$ cat config.mk
export PLATFORM = sky130hd
export DESIGN_NAME = serial_add_unit
export DESIGN_NICKNAME = d
export VERILOG_FILES = /design/src/rtl/serial_add_pkg.sv /design/src/rtl/serial_add_unit_chunk.sv /design/src/rtl/serial_add_unit.sv
export SDC_FILE = /design/constraint.sdc
export NUM_CORES = 1
export LEC_CHECK = 0
export ABC_CLOCK_PERIOD_IN_PS = 2050
export CORE_ASPECT_RATIO = 1.4
export CORE_MARGIN = 1
export CORE_UTILIZATION = 40
export CTS_CLUSTER_DIAMETER = 150
export DETAILED_ROUTE_END_ITERATION = 6
export PLACE_DENSITY = 0.77
export SETUP_SLACK_MARGIN = 0.2
export SYNTH_ARGS = -nofsm -noshare
export SYNTH_HDL_FRONTEND = slang
export SYNTH_SLANG_ARGS = --single-unit
$ cat constraint.sdc
create_clock -name clk -period 2.05 [get_ports clk]
set_input_delay 0.41 -clock clk [delete_from_list [all_inputs] [get_ports clk]]
set_output_delay 0.41 -clock clk [all_outputs]
set_load 0.05 [all_outputs]
$ cat src/rtl/serial_add_pkg.sv
// Shared constants for the serial adder: FSM state encoding and counter sizing.
package serial_add_pkg;

  localparam logic [1:0] IDLE = 2'd0;
  localparam logic [1:0] CALC = 2'd1;
  localparam logic [1:0] DONE = 2'd2;

  // A single-chunk unit still needs a 1-bit counter to keep the vector legal.
  function automatic int cnt_width(input int nchunk);
    return (nchunk > 1) ? $clog2(nchunk) : 1;
  endfunction

endpackage

$ cat src/rtl/serial_add_unit_chunk.sv
// CHUNK-bit combinational ripple adder slice used by serial_add_unit.
module add_chunk
  import serial_add_pkg::*;
#(
  parameter int CHUNK = 4
) (
  input  logic [CHUNK-1:0] x,
  input  logic [CHUNK-1:0] y,
  input  logic             ci,
  output logic [CHUNK-1:0] s,
  output logic             co
);

  logic [CHUNK:0] w_total;

  assign w_total = {1'b0, x} + {1'b0, y} + {{CHUNK{1'b0}}, ci};
  assign s       = w_total[CHUNK-1:0];
  assign co      = w_total[CHUNK];

endmodule

$ cat src/rtl/serial_add_unit.sv
// Multi-cycle adder: CHUNK bits per cycle, LSB first, carry held between cycles.
// Optional signed-overflow output enabled by defining ADD_OVF_EN.
module serial_add_unit
  import serial_add_pkg::*;
#(
  parameter int WIDTH = 16,
  parameter int CHUNK = 4
) (
  input  logic             clk,
  input  logic             rst_n,
  input  logic             in_valid,
  output logic             in_ready,
  input  logic [WIDTH-1:0] a,
  input  logic [WIDTH-1:0] b,
  input  logic             cin,
  output logic             out_valid,
  input  logic             out_ready,
  output logic [WIDTH-1:0] sum,
  output logic             cout
`ifdef ADD_OVF_EN
  ,
  output logic             ovf
`endif
);

  localparam int NCHUNK = WIDTH / CHUNK;
  localparam int CNT_W  = cnt_width(NCHUNK);
  localparam logic [CNT_W-1:0] LAST = CNT_W'(NCHUNK - 1);

  logic [1:0]       r_state;
  logic [CNT_W-1:0] r_cnt;
  logic             r_carry;
  logic [WIDTH-1:0] r_a_sh;
  logic [WIDTH-1:0] r_b_sh;
  logic [WIDTH-1:0] r_sum_sh;
  logic [WIDTH-1:0] r_sum;
  logic             r_cout;
  logic [CHUNK-1:0] w_s;
  logic             w_co;
  logic [WIDTH-1:0] w_sum_next;

  add_chunk #(.CHUNK(CHUNK)) u_chunk (
    .x  (r_a_sh[CHUNK-1:0]),
    .y  (r_b_sh[CHUNK-1:0]),
    .ci (r_carry),
    .s  (w_s),
    .co (w_co)
  );

  // New chunk enters at the MSB end so the first chunk lands at bit 0 after NCHUNK shifts.
  generate
    if (NCHUNK == 1) begin : g_single
      assign w_sum_next = w_s;
    end else begin : g_multi
      assign w_sum_next = {w_s, r_sum_sh[WIDTH-1:CHUNK]};
    end
  endgenerate

  always_ff @(posedge clk or negedge rst_n) begin
    if (!rst_n) begin
      r_state <= IDLE;
      r_cnt   <= '0;
      r_carry <= 1'b0;
      r_sum   <= '0;
      r_cout  <= 1'b0;
    end else begin
      case (r_state)
        IDLE: begin
          if (in_valid) begin
            r_carry <= cin;
            r_cnt   <= '0;
            r_state <= CALC;
          end
        end
        CALC: begin
          r_carry <= w_co;
          if (r_cnt == LAST) begin
            r_state <= DONE;
            r_sum   <= w_sum_next;
            r_cout  <= w_co;
          end else begin
            r_cnt <= r_cnt + 1'b1;
          end
        end
        DONE: begin
          if (out_ready) r_state <= IDLE;
        end
        default: r_state <= IDLE;
      endcase
    end
  end

  always_ff @(posedge clk) begin
    if (r_state == IDLE && in_valid) begin
      r_a_sh <= a;
      r_b_sh <= b;
    end else if (r_state == CALC) begin
      r_a_sh   <= r_a_sh >> CHUNK;
      r_b_sh   <= r_b_sh >> CHUNK;
      r_sum_sh <= w_sum_next;
    end
  end

`ifdef ADD_OVF_EN
  logic r_a_msb;
  logic r_b_msb;
  logic r_ovf;

  always_ff @(posedge clk) begin
    if (r_state == IDLE && in_valid) begin
      r_a_msb <= a[WIDTH-1];
      r_b_msb <= b[WIDTH-1];
    end
  end

  always_ff @(posedge clk or negedge rst_n) begin
    if (!rst_n) begin
      r_ovf <= 1'b0;
    end else if (r_state == CALC && r_cnt == LAST) begin
      r_ovf <= (r_a_msb == r_b_msb) && (w_sum_next[WIDTH-1] != r_a_msb);
    end
  end

  assign ovf = r_ovf;
`endif

  assign in_ready  = (r_state == IDLE);
  assign out_valid = (r_state == DONE);
  assign sum       = r_sum;
  assign cout      = r_cout;

endmodule

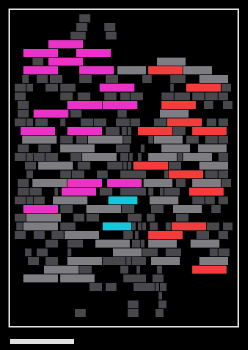
Fig. 1. Sequential cells grouped by signal name.
Scale bar: 20 µm. Other sequential cells in the stronger grey, the rest of the logic in the fainter grey.
Key: magenta = r_b_sh [sequential cells 16]; cyan = r_cnt [sequential cells 2]; red = r_sum_sh [sequential cells 12]
final core area utilization: 0.533
sequential cell power: 2.68 mW
flip-flop and latch area: 0.00187 mm²

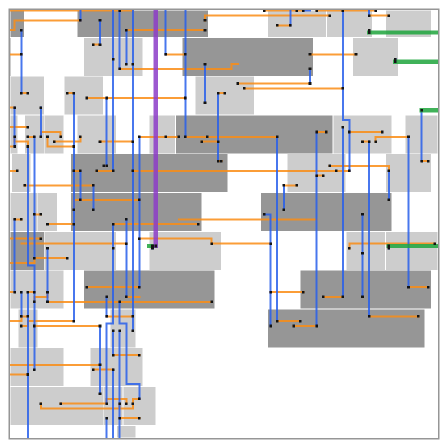
Fig. 2. Layout detail.
Window x 39 to 69, y 10 to 40 µm. Cells in grey, sequential cells in the stronger grey; small squares are vias.
Key: orange = M1; green = M3; blue = M2; purple = M4
Netlist names of flops here include sum (4), r_sum_sh (3), r_state (2). 40 logic cells have their middle in the window. Most frequent: dfrtp_1 (6), mux2_2 (5), dlygate4sd2_1 (5). Sequential cells in the window: 9.

==> impl_results.html <==
<p>Metrics extracted from the flow reports.</p>
<table>
<tr><th>Metric</th><th>Value</th></tr>
<tr><th colspan="2">Worst setup path</th></tr>
<tr><td>Reg-to-reg setup timing slack</td><td>roughly 320 ps</td></tr>
<tr><td>Required arrival time at the worst endpoint</td><td>about 2300 ps</td></tr>
<tr><td>Worst-path maximum fanout</td><td>2</td></tr>
<tr><td>Cell-by-cell listing of the critical path</td><td>fa_2 -&gt; inv_1 -&gt; fa_2 -&gt; inv_1 -&gt; a21o_1 -&gt; a21oi_2 -&gt; o21ai_0</td></tr>
<tr><td>Worst EP arrival</td><td>~1900 ps</td></tr>
<tr><td>Source of the worst register-to-register timing path</td><td>r_carry</td></tr>
<tr><td>Cells on worst reg2reg path</td><td>7</td></tr>
<tr><td>Kind of critical path</td><td>flip-flop to flip-flop</td></tr>
<tr><td>Critical Path Stages</td><td>7</td></tr>
<tr><td>Top delay family on crit path</td><td>adder cells</td></tr>
<tr><td>Launching instance or port of the critical path</td><td>r_carry</td></tr>
<tr><td>Combined buffer and inverter count along the critical path</td><td>2</td></tr>
<tr><td>Worst reg2reg endpoint</td><td>cout</td></tr>
<tr><td>Slowest cell on the critical path</td><td>sky130_fd_sc_hd__dfrtp_1</td></tr>
<tr><td>Setup crit start kind</td><td>flip-flop</td></tr>
<tr><td>Peak per-stage delay on the critical path</td><td>between 400 and 500 ps</td></tr>
<tr><td>End point of the critical path</td><td>cout</td></tr>
<tr><td>Kind of capture point of the worst setup path</td><td>flip-flop</td></tr>
<tr><th colspan="2">Place</th></tr>
<tr><td>IO buf count</td><td>about 55</td></tr>
<tr><td>HPWL reported at the end of detailed placement</td><td>approximately 2800 µm</td></tr>
<tr><td>DP Cell Count</td><td>285</td></tr>
<tr><td>Placed Instance Area</td><td>roughly 0.0033 mm²</td></tr>
<tr><td>Final weighted congestion of routability-driven global placement</td><td>0.694</td></tr>
<tr><td>Setup WS pre-CTS</td><td>72.4 ps</td></tr>
<tr><th colspan="2">Global route</th></tr>
<tr><td>Met1 Use GR</td><td>0.147</td></tr>
<tr><td>Global router's overall resource usage</td><td>0.135</td></tr>
<tr><td>Global-route wire length before repair</td><td>6980 µm</td></tr>
<tr><td>Routing layer with the top usage in global route</td><td>met2</td></tr>
<tr><td>Via count of the first global-routing pass</td><td>about 1,500</td></tr>
<tr><td>Antenna violations before repair</td><td>0</td></tr>
<tr><td>Met2 usage</td><td>0.219</td></tr>
<tr><td>Maximum number of pins on one net before global-route repair</td><td>35</td></tr>
<tr><td>Remaining Overflow, GRT</td><td>0</td></tr>
<tr><td>Global Route met3 Usage</td><td>0.0436</td></tr>
<tr><th colspan="2">Timing</th></tr>
<tr><td>Worst setup slack after layout</td><td>about 320 ps</td></tr>
<tr><td>Number of setup violations in the final report</td><td>0</td></tr>
<tr><td>RSZ-0062 raised after global routing</td><td>false</td></tr>
<tr><td>Post-route setup TNS</td><td>0 ps</td></tr>
<tr><td>Count of final max-slew check failures</td><td>0</td></tr>
<tr><td>Tcrit/Tclk final</td><td>0.844</td></tr>
<tr><td>FMAX</td><td>between 500 and 600 MHz</td></tr>
<tr><td>Hold_ws</td><td>roughly 430 ps</td></tr>
<tr><td>Slew at the pin with the worst max-slew slack</td><td>503 ps</td></tr>
<tr><td>Post-layout minimum cycle time</td><td>~1700 ps</td></tr>
<tr><td>Worst rel slew slack</td><td>0.666</td></tr>
<tr><td>Fin. Hold Viols</td><td>0</td></tr>
<tr><td>Worst Clk Skew</td><td>7.41 ps</td></tr>
<tr><th colspan="2">Logic synthesis</th></tr>
<tr><td>Post-synthesis chip area from yosys</td><td>roughly 0.0027 mm²</td></tr>
<tr><td>Yosys warns</td><td>0</td></tr>
<tr><td>Mean instance size in the synthesized netlist</td><td>approximately 17 µm²</td></tr>
<tr><td>Post-synthesis sequential area ratio</td><td>0.694</td></tr>
<tr><td>Synth Area in Simple Gates</td><td>0.0427</td></tr>
<tr><td>Net count entering floorplan</td><td>approximately 200</td></tr>
<tr><td>Cell count in the Yosys report</td><td>between 150 and 200</td></tr>
<tr><td>Xor/xnor share of the synthesized area</td><td>0.00649</td></tr>
<tr><td>Count of mapped cells out of synthesis</td><td>between 150 and 200</td></tr>
<tr><td>Cell area after technology mapping</td><td>between 0.002 and 0.003 mm²</td></tr>
<tr><td>Adder-cell share of the synthesized area</td><td>0.0334</td></tr>
<tr><td>Distinct cells, synth</td><td>22</td></tr>
<tr><td>Synth Area in Compound Gates</td><td>0.0246</td></tr>
<tr><td>Comb area leader</td><td>multiplexers</td></tr>
<tr><td>Post-synthesis mux area share</td><td>0.167</td></tr>
<tr><td>Count of state elements after synthesis</td><td>66</td></tr>
<tr><th colspan="2">Pwr</th></tr>
<tr><td>Peak supply drop</td><td>704 µV</td></tr>
<tr><td>Switching power summed over all nets</td><td>roughly 2.3 mW</td></tr>
<tr><td>Total chip power</td><td>a little over 6 mW</td></tr>
<tr><td>Biggest consumer</td><td>sequential cells</td></tr>
<tr><td>Internal power of the cells</td><td>between 3 and 4 mW</td></tr>
<tr><td>Portion of total power attributed to combinational logic</td><td>0.424</td></tr>
<tr><td>Sequential power share</td><td>0.434</td></tr>
<tr><td>Static leakage</td><td>1.42 nW</td></tr>
<tr><td>Logic power comb</td><td>approximately 2.6 mW</td></tr>
<tr><td>Areal power density over the cells</td><td>approximately 1800 mW/mm²</td></tr>
<tr><td>Clock network power share</td><td>0.142</td></tr>
<tr><td>Switching share of power</td><td>0.367</td></tr>
<tr><td>Clk pwr</td><td>between 800 and 900 µW</td></tr>
<tr><th colspan="2">Drt</th></tr>
<tr><td>Vias per inst</td><td>~4.9</td></tr>
<tr><td>Sum of met2 wire segment lengths after detailed routing</td><td>between 2000 and 2500 µm</td></tr>
<tr><td>Routed wire length</td><td>around 4200 µm</td></tr>
<tr><td>Length of routed wiring on met1</td><td>roughly 1700 µm</td></tr>
<tr><td>WL/cell</td><td>around 14 µm</td></tr>
<tr><td>1st-iter DRT viols</td><td>102</td></tr>
<tr><td>Count of unresolved DRC violations after routing</td><td>4</td></tr>
<tr><td>Routed vias</td><td>~1,500</td></tr>
<tr><td>Number of detailed-routing iterations run before antenna repair</td><td>6</td></tr>
<tr><td>Routed Antenna Nets</td><td>0</td></tr>
<tr><td>Uppermost layer routed</td><td>met4</td></tr>
<tr><td>Met3 routed WL</td><td>roughly 310 µm</td></tr>
<tr><th colspan="2">Final layout</th></tr>
<tr><td>Layout cells sized above 1</td><td>0.298</td></tr>
<tr><td>Number of non-filler instances in the completed layout</td><td>302</td></tr>
<tr><td>Synthesis-to-layout area growth</td><td>29.7%</td></tr>
<tr><td>Dominant logic cell type in the layout</td><td>sky130_fd_sc_hd__edfxtp_1</td></tr>
<tr><td>Non-Filler Cell Area, Final</td><td>roughly 0.0035 mm²</td></tr>
<tr><td>Antenna cells</td><td>0</td></tr>
<tr><td>Nets@finish</td><td>266</td></tr>
<tr><td>Leading cell types in the layout, fill and taps excluded</td><td>sky130_fd_sc_hd__edfxtp_1 (44), sky130_fd_sc_hd__mux2_2 (40), sky130_fd_sc_hd__clkdlybuf4s50_1 (36)</td></tr>
<tr><th colspan="2">Die</th></tr>
<tr><td>Standard cell core area</td><td>0.00657 mm²</td></tr>
<tr><td>Row count</td><td>35</td></tr>
<tr><td>Die W</td><td>~71 µm</td></tr>
<tr><td>Die H</td><td>99.2 µm</td></tr>
<tr><td>Boundary pin count</td><td>approximately 56</td></tr>
<tr><td>Core utilization at floorplan</td><td>0.411</td></tr>
<tr><td>Total die area</td><td>between 0.007 and 0.008 mm²</td></tr>
<tr><th colspan="2">CTS</th></tr>
<tr><td>Root buf cell</td><td>sky130_fd_sc_hd__clkbuf_8</td></tr>
<tr><td>Bufs on Longest Clock Path</td><td>2</td></tr>
<tr><td>Clock transition at path regs</td><td>about 60 ps</td></tr>
<tr><td>Sinks on the clock net</td><td>approximately 66</td></tr>
<tr><td>Clock network latency to the later pin of the worst-skew pair</td><td>between 300 and 400 ps</td></tr>
<tr><td>TritonCTS clock tree</td><td>done</td></tr>
<tr><td>Number of CTS-inserted buffers</td><td>9</td></tr>
<tr><td>H-tree depth reported by CTS</td><td>3</td></tr>
<tr><th colspan="2">Hold path</th></tr>
<tr><td>Hold WC Path Type</td><td>input port to asynchronous set/reset pin</td></tr>
<tr><th colspan="2">Flow run</th></tr>
<tr><td>Tool warnings</td><td>26</td></tr>
<tr><td>Max-cap violation count</td><td>0</td></tr>
<tr><th colspan="2">Status</th></tr>
<tr><td>Outcome</td><td>complete, but fails checks</td></tr>
<tr><td>Violated checks</td><td>DRC</td></tr>
</table>
cells in the mapped netlist:
cell type	number	area share
sky130_fd_sc_hd__mux2_2	40	0.17
sky130_fd_sc_hd__nor2_1	4	0.0056
sky130_fd_sc_hd__a22oi_2	1	0.0046
sky130_fd_sc_hd__inv_2	1	0.0014
sky130_fd_sc_hd__o21ai_0	3	0.0056
sky130_fd_sc_hd__edfxtp_1	44	0.49
sky130_fd_sc_hd__o21ai_1	1	0.0019
sky130_fd_sc_hd__nand2b_1	1	0.0023
sky130_fd_sc_hd__fa_1	2	0.015
sky130_fd_sc_hd__and2_1	8	0.019
sky130_fd_sc_hd__a21oi_1	2	0.0037
sky130_fd_sc_hd__buf_4	1	0.0028
sky130_fd_sc_hd__nand2b_4	1	0.0051
sky130_fd_sc_hd__xnor2_1	2	0.0065
sky130_fd_sc_hd__dfrtp_1	22	0.20
sky130_fd_sc_hd__nand2_1	3	0.0042
sky130_fd_sc_hd__nor3b_4	1	0.0070
sky130_fd_sc_hd__a21o_1	2	0.0056
sky130_fd_sc_hd__ha_1	4	0.019
sky130_fd_sc_hd__buf_6	4	0.017
sky130_fd_sc_hd__a22o_1	1	0.0032
sky130_fd_sc_hd__inv_1	8	0.011
sequential cells by signal, summed over array words and instances (netlist names):
register,flops
r_b_sh,16
r_sum_sh,12
r_state,2
r_a_sh,16
sum,16
r_carry,1
cout,1
r_cnt,2
area by class of cell:
class	count	area, µm²
clock buffer	12	135
clock inverter	4	18.8
fill	548	3070
inverter	9	37.5
multi-input combinational	76	748
sequential	66	1870
tap	74	92.6
timing repair buffer	61	594
repair_timing:
item,CTS,global route
hold buffers,0,0
endpoints found under the setup margin,19,2
pin swaps,0,1
resized,18,2
setup buffers,0,1
Power figures rest on the tool's default switching activity, not on a simulated workload.
